===== src/rtl/blink_period_meter_pkg.sv =====
// Shared types and constants for the blink period meter.
package blink_meter_pkg;

  typedef enum logic [1:0] {
    IDLE    = 2'd0,
    MEASURE = 2'd1,
    LOCKED  = 2'd2,
    STUCK   = 2'd3
  } state_t;

  localparam int SYNC_STAGES = 2;
  localparam int EDGE_CNT_W  = 16;

endpackage


===== src/rtl/blink_period_meter_if.sv =====
// Signal bundle between the monitored source and the period meter.
interface blink_period_meter_if #(
  parameter int CNT_W = 33
);
  import blink_meter_pkg::*;

  logic                  din;
  logic [CNT_W-1:0]      half_period;
  logic                  period_valid;
  logic                  locked;
  logic                  stuck;
  logic [EDGE_CNT_W-1:0] edge_count;

  // Source / observer side: drives din, reads the measurement results.
  modport master (
    output din,
    input  half_period, period_valid, locked, stuck, edge_count
  );

  // Meter side: samples din, produces the measurement results.
  modport slave (
    input  din,
    output half_period, period_valid, locked, stuck, edge_count
  );

endinterface


===== src/rtl/blink_period_meter_sync_edge_detect.sv =====
// Synchronizes an asynchronous 1-bit input and flags every transition.
module sync_edge_detect
  import blink_meter_pkg::*;
(
  input  logic clk,
  input  logic rst,
  input  logic din,
  output logic edge_pulse
);

  logic [SYNC_STAGES-1:0] sync_q;
  logic                   delayed;

  // Metastability chain followed by one delayed copy for edge comparison.
  always_ff @(posedge clk or posedge rst) begin
    if (rst) begin
      sync_q  <= '0;
      delayed <= 1'b0;
    end else begin
      sync_q  <= {sync_q[SYNC_STAGES-2:0], din};
      delayed <= sync_q[SYNC_STAGES-1];
    end
  end

  // Rising and falling transitions both count.
  assign edge_pulse = sync_q[SYNC_STAGES-1] ^ delayed;

endmodule


===== src/rtl/blink_period_meter.sv =====
// Measures the half-period of a toggling input and reports lock / stuck status.
module blink_period_meter
  import blink_meter_pkg::*;
#(
  parameter int CNT_W       = 33,
  parameter int EXPECT_HALF = 6,
  parameter int TOL         = 1,
  parameter int LOCK_COUNT  = 4,
  parameter int MAX_HALF    = 64
) (
  input  logic               CLOCK_50,
  input  logic               reset,
  blink_period_meter_if.slave bus
);

  localparam int RUN_W = $clog2(LOCK_COUNT + 1);

  localparam logic [CNT_W-1:0] CNT_MAX  = CNT_W'(MAX_HALF - 1);
  localparam logic [CNT_W-1:0] CNT_ONE  = CNT_W'(1);
  localparam logic [RUN_W-1:0] RUN_LOCK = RUN_W'(LOCK_COUNT);
  localparam logic [RUN_W-1:0] RUN_ONE  = RUN_W'(1);
  localparam logic [EDGE_CNT_W-1:0] EC_ONE = EDGE_CNT_W'(1);

  // Absolute deviation from the expected half-period, one bit wider and signed so
  // the subtraction cannot wrap.
  function automatic logic is_match(input logic [CNT_W-1:0] m);
    logic signed [CNT_W:0] diff;
    logic signed [CNT_W:0] mag;
    diff = $signed({1'b0, m}) - $signed((CNT_W+1)'(EXPECT_HALF));
    mag  = diff[CNT_W] ? -diff : diff;
    return (mag <= $signed((CNT_W+1)'(TOL)));
  endfunction

  logic                  edge_pulse;
  state_t                state, state_n;
  logic [CNT_W-1:0]      cnt, cnt_n, measured;
  logic [CNT_W-1:0]      half_period, half_period_n;
  logic [RUN_W-1:0]      match_run, match_run_n;
  logic                  period_valid, period_valid_n;
  logic                  locked, stuck;
  logic [EDGE_CNT_W-1:0] edge_count;
  logic                  hit, timeout;

  sync_edge_detect u_sync (
    .clk        (CLOCK_50),
    .rst        (reset),
    .din        (bus.din),
    .edge_pulse (edge_pulse)
  );

  // Interval counter: measures the current gap, saturating at the timeout value.
  always_comb begin
    measured = cnt + CNT_ONE;
    hit      = is_match(measured);
    timeout  = (cnt == CNT_MAX) && !edge_pulse;
    if (edge_pulse)          cnt_n = '0;
    else if (cnt == CNT_MAX) cnt_n = cnt;
    else                     cnt_n = cnt + CNT_ONE;
  end

  // Next-state and next-output decode; an edge always takes priority over timeout.
  always_comb begin
    state_n        = state;
    match_run_n    = match_run;
    half_period_n  = half_period;
    period_valid_n = 1'b0;
    if (edge_pulse) begin
      case (state)
        IDLE, STUCK: begin
          state_n     = MEASURE;
          match_run_n = '0;
        end
        MEASURE: begin
          period_valid_n = 1'b1;
          half_period_n  = measured;
          if (hit) begin
            match_run_n = match_run + RUN_ONE;
            if (match_run + RUN_ONE == RUN_LOCK) state_n = LOCKED;
          end else begin
            match_run_n = '0;
          end
        end
        LOCKED: begin
          period_valid_n = 1'b1;
          half_period_n  = measured;
          if (!hit) begin
            state_n     = MEASURE;
            match_run_n = '0;
          end
        end
        default: state_n = IDLE;
      endcase
    end else if (timeout) begin
      state_n     = STUCK;
      match_run_n = '0;
    end
  end

  // Control state: FSM, interval counter and match run length.
  always_ff @(posedge CLOCK_50 or posedge reset) begin
    if (reset) begin
      state     <= IDLE;
      cnt       <= '0;
      match_run <= '0;
    end else begin
      state     <= state_n;
      cnt       <= cnt_n;
      match_run <= match_run_n;
    end
  end

  // Registered outputs so status lines change only on clock edges.
  always_ff @(posedge CLOCK_50 or posedge reset) begin
    if (reset) begin
      half_period  <= '0;
      period_valid <= 1'b0;
      locked       <= 1'b0;
      stuck        <= 1'b0;
      edge_count   <= '0;
    end else begin
      half_period  <= half_period_n;
      period_valid <= period_valid_n;
      locked       <= (state_n == LOCKED);
      stuck        <= (state_n == STUCK);
      if (edge_pulse) edge_count <= edge_count + EC_ONE;
    end
  end

  assign bus.half_period  = half_period;
  assign bus.period_valid = period_valid;
  assign bus.locked       = locked;
  assign bus.stuck        = stuck;
  assign bus.edge_count   = edge_count;

endmodule


===== src/flat_wrapper.sv =====
// flat-port wrapper written by rule: the top's interface ports become plain ports
module blink_period_meter_flat import blink_meter_pkg::*;
#(
  parameter int CNT_W       = 33,
  parameter int EXPECT_HALF = 6,
  parameter int TOL         = 1,
  parameter int LOCK_COUNT  = 4,
  parameter int MAX_HALF    = 64
)
  (CLOCK_50, reset, bus_din, bus_half_period, bus_period_valid, bus_locked, bus_stuck, bus_edge_count);
  blink_period_meter_if #(.CNT_W(CNT_W)) bus_i ();
  input  logic CLOCK_50;
  input  logic reset;
  input wire logic [$bits(bus_i.din)-1:0] bus_din;
  output wire logic [$bits(bus_i.half_period)-1:0] bus_half_period;
  output wire logic [$bits(bus_i.period_valid)-1:0] bus_period_valid;
  output wire logic [$bits(bus_i.locked)-1:0] bus_locked;
  output wire logic [$bits(bus_i.stuck)-1:0] bus_stuck;
  output wire logic [$bits(bus_i.edge_count)-1:0] bus_edge_count;
  assign bus_i.din = bus_din;
  assign bus_half_period = bus_i.half_period;
  assign bus_period_valid = bus_i.period_valid;
  assign bus_locked = bus_i.locked;
  assign bus_stuck = bus_i.stuck;
  assign bus_edge_count = bus_i.edge_count;
  blink_period_meter #(.CNT_W(CNT_W), .EXPECT_HALF(EXPECT_HALF), .TOL(TOL), .LOCK_COUNT(LOCK_COUNT), .MAX_HALF(MAX_HALF)) u_core (.CLOCK_50(CLOCK_50), .reset(reset), .bus(bus_i));
endmodule

===== config.mk =====
export PLATFORM = sky130hd
export DESIGN_NAME = blink_period_meter_flat
export DESIGN_NICKNAME = d
export VERILOG_FILES = /design/src/rtl/blink_period_meter_pkg.sv /design/src/rtl/blink_period_meter_if.sv /design/src/rtl/blink_period_meter_sync_edge_detect.sv /design/src/rtl/blink_period_meter.sv /design/src/flat_wrapper.sv
export SDC_FILE = /design/constraint.sdc
export NUM_CORES = 1
export LEC_CHECK = 0
export ABC_AREA = 1
export CAP_MARGIN = 20
export CORE_UTILIZATION = 55
export CTS_BUF_LIST = sky130_fd_sc_hd__clkbuf_4
export CTS_CLUSTER_DIAMETER = 120
export DETAILED_ROUTE_END_ITERATION = 7
export HOLD_SLACK_MARGIN = 0.1
export PLACE_DENSITY = 0.77
export SLEW_MARGIN = 25
export SYNTH_ARGS = -nofsm -noshare
export SYNTH_HDL_FRONTEND = slang
export SYNTH_SLANG_ARGS = --single-unit

===== constraint.sdc =====
create_clock -name CLOCK_50 -period 6.2 [get_ports CLOCK_50]
set_clock_uncertainty 0.1 [all_clocks]
set_input_delay 0.62 -clock CLOCK_50 [delete_from_list [all_inputs] [get_ports CLOCK_50]]
set_output_delay 0.62 -clock CLOCK_50 [all_outputs]
set_load 0.1 [all_outputs]

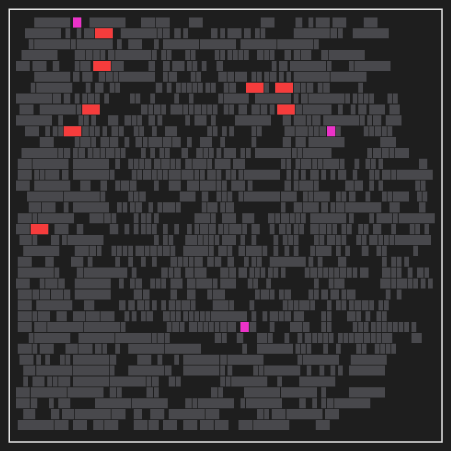
Run 1: logic cells by family
Drawn at 4 px/um.
red -> fa/ha/maj cells  # cells 8, most used ha_1
magenta -> and/or cells  # cells 3

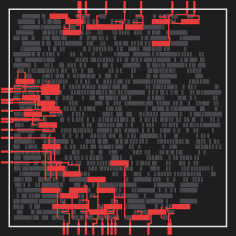
Run 1: wires at chosen ports, followed through buffers
Drawn at 2 px/um.
red -> bus_half_period  # bits 33, direction output, edge 13 south, 11 west, 9 north, end cells 33, wire 808 um
IO Pins: 55
Buffers on Ports: 54

==> flow_metrics.py, run 1 <==
# Metrics from the implementation run
metrics = {
    "critical_path": {
        "reg2regPathDepth": 24,
        "crit_start": "u_core.cnt[1]",
        "crit_fanout": 5,
        "critPathKind": "flip-flop to flip-flop",
        "critPathArrivalTime_ns": 4.12,
        "crit_top_cell": "nand2_1",
        "cpPeakStageDelay_ns": 0.45,
        "crit_path_top_delay_cell": "dfrtp_1",
        "reg2reg_setup_slack_ns": 2.36,
    },
    "synthesis": {
        "ys_seq_share": 0.378,
        "ys_ff": 93,
        "synth.net_count": 894,
        "synth.distinct_cells": 36,
        "netlist_area_mm2": 0.00616,
        "yosys_warnings": 0,
    },
    "final_timing": {
        "timing.fmax_mhz": 260,
        "tightest_slew_ns": 1.00,
        "relSlewSlack": 0.331,
        "period_used_share": 0.620,
        "finalSetupViolations": 0,
        "rsz0062_at_grt": "no",
    },
    "cells_and_area": {
        "final_cell_mix": "nand2_1, nor2_1, inv_1",
        "drive_above_1_share": 0.0998,
        "seqCellArea_mm2": 0.00233,
        "postLayoutCellArea_mm2": 0.00698,
        "mostFrequentLayoutCell": "nand2_1",
        "syn2layout_area_growth_pct": 13.2,
        "fin_nets": 948,
        "antennaDiodeCount": 0,
    },
    "cts": {
        "htree_levels": 3,
        "cts_buffer_depth": 2,
        "cts_tree": "built",
        "cts.clk_slew.worst_paths_ns": 0.14,
        "numCtsBuffers": 9,
    },
    "global_route": {
        "overflow": 0,
        "antenna_found_initial": 0,
    },
    "routing": {
        "firstDrtPassIters": 5,
    },
    "floorplan": {
        "die_height_um": 108,
        "die_w_um": 108,
    },
    "placed_design": {
        "gp_congestion": 0.941,
    },
    "run": {
        "warning_count": 29,
    },
    "outcome": {
        "outcome": "completed",
    },
}
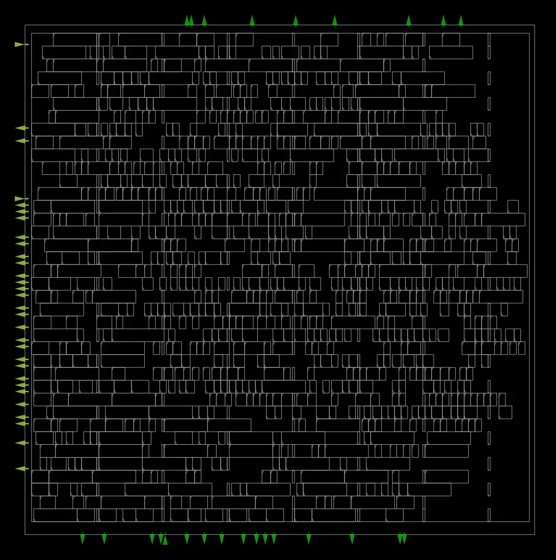
Run 1: placement view
fin util: 0.641
CORE AREA: 0.0109 mm2
Layout Cells excl Fill: 1,082

[run 1: Yosys cell counts (all sizes together)]
cell / count / area [um2]
nand2: 308 / 1230
nor2: 141 / 709
inv: 105 / 394
dfrtp: 93 / 2330
nand3: 61 / 360
o21ai: 60 / 304
xor2: 26 / 228
nand4: 22 / 138
clkbuf: 10 / 37.5
nand3b: 10 / 75.1
xnor2: 10 / 87.6
ha: 8 / 100
nor3: 7 / 40.0
nor4: 6 / 37.5
a21oi: 4 / 20.0
buf: 4 / 25.0
clkinv: 2 / 7.51
or2: 2 / 12.5
nor3b: 1 / 7.51
o21bai: 1 / 7.51
o22ai: 1 / 6.26
or3: 1 / 6.26
[run 1: worst max-delay path, delay by kind of cell, from the launching register on]
kind                       cells  cell delay (ns)
AOI/OAI and AO/OA              1             0.06
adders and majority gates      2             0.60
buffers and inverters          5             0.37
DFF                            1             0.45
and+or+nand+nor               16             2.15
[run 1: metal layers]
layer,track usage,vias up,routed length (um)
met1,0.404,2686,7200
met4,0.101,0,259
met3,0.0521,18,1280
met2,0.445,222,6910
li1,-,2877,-
met5,0,-,0
[run 1: cell families (layout without fill, tap and decap cells)]
logic type | after synthesis | count (layout) | share of synthesized area
XOR/XNOR | 36 | 36 | 0.0512
AND/OR/NAND/NOR | 559 | 559 | 0.425
buffers and inverters | 121 | 180 | 0.0754
AND-OR/OR-AND | 66 | 66 | 0.0548
adder cells (fa/ha/maj) | 8 | 8 | 0.0163
flip-flops | 93 | 93 | 0.378
[run 1: power breakdown]
| part | total, W | internal [W] | switching, W | leakage (nW) |
|---|---|---|---|---|
| Combinational | 0.000746 | 0.000198 | 0.000548 | 2.20 |
| Sequential | 0.000679 | 0.000644 | 0.0000348 | 1.27 |
| Clock | 0.000341 | 0.000127 | 0.000214 | 0.0704 |
[run 1: sequential cells by signal, indices dropped and copies added, names as in the netlist]
register,count
u_core.bus.half_period,33
u_core.cnt,33
u_core.bus.edge_count,16
u_core.match_run,3
u_core.state,2
u_core.u_sync.sync_q,2
u_core.bus.locked,1
u_core.bus.period_valid,1
u_core.bus.stuck,1
u_core.u_sync.delayed,1
[run 1: metrics by stage]
stage,worst slack [ns],util
after global routing,1.90,0.641
after global placement,2.49,0.628
after floorplan,2.97,-
final,2.36,0.641
after CTS,2.39,0.641
after detailed placement,2.44,0.628
[run 1: how the worst min path moves through the flow]
stage,depth (start not counted),slack [ns],endpoint,start
4_1_cts,0,0.27,u_core.u_sync.sync_q[1],u_core.u_sync.sync_q[0]
5_1_grt,0,0.29,u_core.u_sync.sync_q[1],u_core.u_sync.sync_q[0]
3_5_place_dp,0,0.24,u_core.u_sync.sync_q[1],u_core.u_sync.sync_q[0]
6_report,0,0.27,u_core.u_sync.sync_q[1],u_core.u_sync.sync_q[0]
2_1_floorplan,0,0.23,u_core.u_sync.sync_q[1],u_core.u_sync.sync_q[0]
3_3_place_gp,0,0.24,u_core.u_sync.sync_q[1],u_core.u_sync.sync_q[0]
[run 1: layout make-up]
cell class                 count  share of cell area
inverter                     107              0.0579
clock inverter                 6             0.00897
clock buffer                  10              0.0108
multi-input combinational    669               0.483
tap                          140              0.0251
sequential                    93               0.334
timing repair buffer          57              0.0807
==> run 1 -> run 2 <==
- CORE_UTILIZATION: 55 -> 54
- PLACE_DENSITY: 0.77 -> 0.78
- clock period: 6.2 -> 3.3 ns (I/O delays scaled with it)
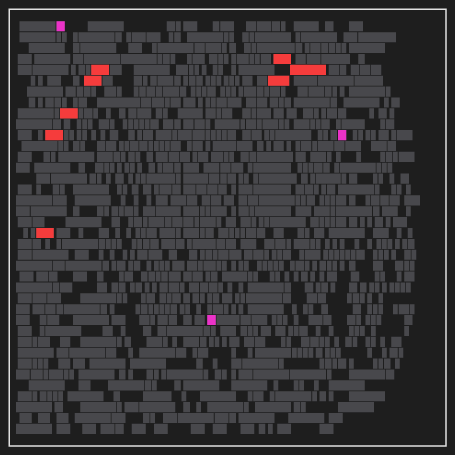
Run 2: logic cells by family
Drawn at 4 px/um.
magenta -> and/or cells  # cells 3
red -> fa/ha/maj cells  # cells 8, most used ha_1

==> flow_metrics.py, run 2 <==
# Metrics from the implementation run
metrics = {
    "final_timing": {
        "relSlewSlack": 0.334,
        "period_used_share": 1.06,
        "finalSetupViolations": 7,
        "tightest_slew_ns": 0.997,
        "rsz0062_at_grt": "yes",
        "timing.fmax_mhz": 286,
        "setup_ws_ns": -0.202,
    },
    "synthesis": {
        "synthTopLogicFamily": "simple AND/OR/NAND/NOR gates",
        "synth.distinct_cells": 36,
        "ys_sh_simple": 0.425,
        "edf_count": 0,
        "ys_ff": 93,
        "synth.top_cell.area_share": 0.378,
        "ys_async_sr_fraction": 1.00,
        "muxShareOfSynthArea": 0,
        "synth.net_count": 894,
        "area_leaders": "dfrtp_1, nand2_1, nor2_1, inv_1, o21ai_0",
        "adder_share": 0.0163,
        "top_cell": "nand2_1",
        "yosys_warnings": 0,
        "netlist_area_mm2": 0.00616,
        "synthTopCellsByCount": "nand2_1, nor2_1, inv_1, dfrtp_1, o21ai_0",
        "synthAoiAreaFrac": 0.0548,
    },
    "cts": {
        "numCtsBuffers": 9,
        "cts_tree": "built",
        "htree_levels": 3,
    },
    "floorplan": {
        "die_w_um": 109,
        "core_mm2": 0.0110,
        "die_height_um": 109,
    },
    "global_route": {
        "overflow": 0,
        "antenna_found_initial": 0,
    },
    "outcome": {
        "violations": "setup timing",
        "outcome": "finished, violations left",
    },
    "cells_and_area": {
        "drive_above_1_share": 0.239,
        "syn2layout_area_growth_pct": 29.1,
        "post-route-util": 0.724,
        "reg_top3": "u_core.bus.half_period (33), u_core.cnt (33), u_core.bus.edge_count (16)",
        "fin_nets": 1030,
        "final_cell_mix": "nand2_1, nor2_1, inv_1",
        "antennaDiodeCount": 0,
        "mostFrequentLayoutCell": "nand2_1",
    },
    "critical_path": {
        "critPathArrivalTime_ns": 3.80,
        "crit_fanout": 8,
        "crit_path_top_delay_cell": "dfrtp_1",
        "critPathKind": "flip-flop to flip-flop",
        "startpoint_type": "flip-flop",
        "cpPeakStageDelay_ns": 0.45,
        "crit_top_cell": "nand2_2",
    },
    "power_and_ir_drop": {
        "leakage_nw": 4.02,
    },
    "placed_design": {
        "io_buffers": 54,
        "gp_congestion": 0.963,
    },
    "routing": {
        "drt_iter0_drc": 563,
        "firstDrtPassIters": 6,
    },
    "run": {
        "warning_count": 31,
    },
}
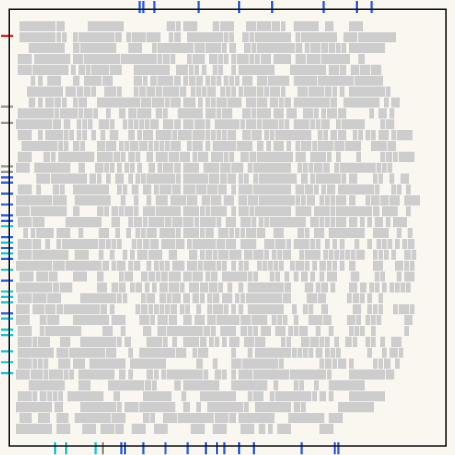
Run 2: pin placement
Drawn at 4 px/um. Pins as bars across the die edge, other pins in grey.
blue -> bus_half_period  # pins 33, direction output, edge 13 south, 11 west, 9 north
cyan -> bus_edge_count  # pins 16, direction output, edge 13 west, 3 south
red -> CLOCK_50  # pins 1, direction input, edge west

-- run 2: cell counts after synthesis --
No cell type changed its count.
-- run 2: path summary, 6_finish.rpt --
kind / start / slack [ns] / cells past startpoint / endpoint
min in group CLOCK_50: bus_din / 0.21 / 1 / u_core.u_sync.sync_q[0]
hold reg to reg: u_core.u_sync.sync_q[0] / 0.27 / 0 / u_core.u_sync.sync_q[1]
setup / recovery: u_core.cnt[1] / -0.20 / 24 / u_core.bus.locked
setup reg to reg: u_core.cnt[1] / -0.20 / 24 / u_core.bus.locked
hold / removal: reset / 0.18 / 2 / u_core.cnt[27]
max in group asynchronous: reset / 2.26 / 3 / u_core.cnt[10]
-- run 2: layout make-up --
cell class                      instances  share of cell area
Clock buffer                           10             0.00944
Clock inverter                          5             0.00661
Inverter                              107              0.0511
Multi-Input combinational cell        669               0.464
Sequential cell                        93               0.294
Tap cell                              140              0.0220
Timing Repair Buffer                  139               0.153
-- run 2: through the flow --
step | area (um2) | instances | setup WS [ns] | total power (W)
detailed placement | 7210 | 1112 | -0.0901 | 0.00276
finish | 7950 | 1163 | -0.202 | 0.00353
floorplan | 6160 | 883 | 0.0671 | 0.00240
global route | 7950 | 1163 | -0.397 | 0.00373
CTS | 7610 | 1146 | -0.0437 | 0.00344
global placement | 7210 | 1112 | -0.0912 | 0.00275
-- run 2: repair_timing --
item	4_1_cts	5_1_grt
setup buffers	19	17
endpoints found under the setup margin	7	7
pin swaps	40	41
gates resized	37	63
-- run 2: report_power, final --
| group | leakage [nW] | internal (W) | switching (W) | total (W) |
|---|---|---|---|---|
| combinational | 2.68 | 0.000519 | 0.00113 | 0.00165 |
| sequential | 1.26 | 0.00121 | 0.0000676 | 0.00128 |
| clock | 0.0720 | 0.000232 | 0.000377 | 0.000609 |
-- run 2: metal layers --
layer | GRT usage | share of wire | vias to the layer above
li1 | - | - | 3026
met1 | 0.421 | 0.44 | 2959
met2 | 0.470 | 0.46 | 252
met3 | 0.0371 | 0.076 | 39
met4 | 0.117 | 0.028 | 0
met5 | 0 | 0 | -
-- run 2: cells by family (layout without fill, tap and decap cells) --
kind of cell / Yosys count / after routing
buffers and inverters: 121 / 261
flip-flops: 93 / 93
adder cells (fa/ha/maj): 8 / 8
AND/OR/NAND/NOR: 559 / 559
AND-OR/OR-AND: 66 / 66
XOR/XNOR: 36 / 36
-- run 2: critical path, delay by kind of cell (launching register included) --
kind	cells	cell delay [ns]
simple gates	19	2.18
buf+inv	3	0.29
compound gates	1	0.20
fa+ha+maj	1	0.21
flops	1	0.45
Power is estimated from default activity; no workload was simulated.
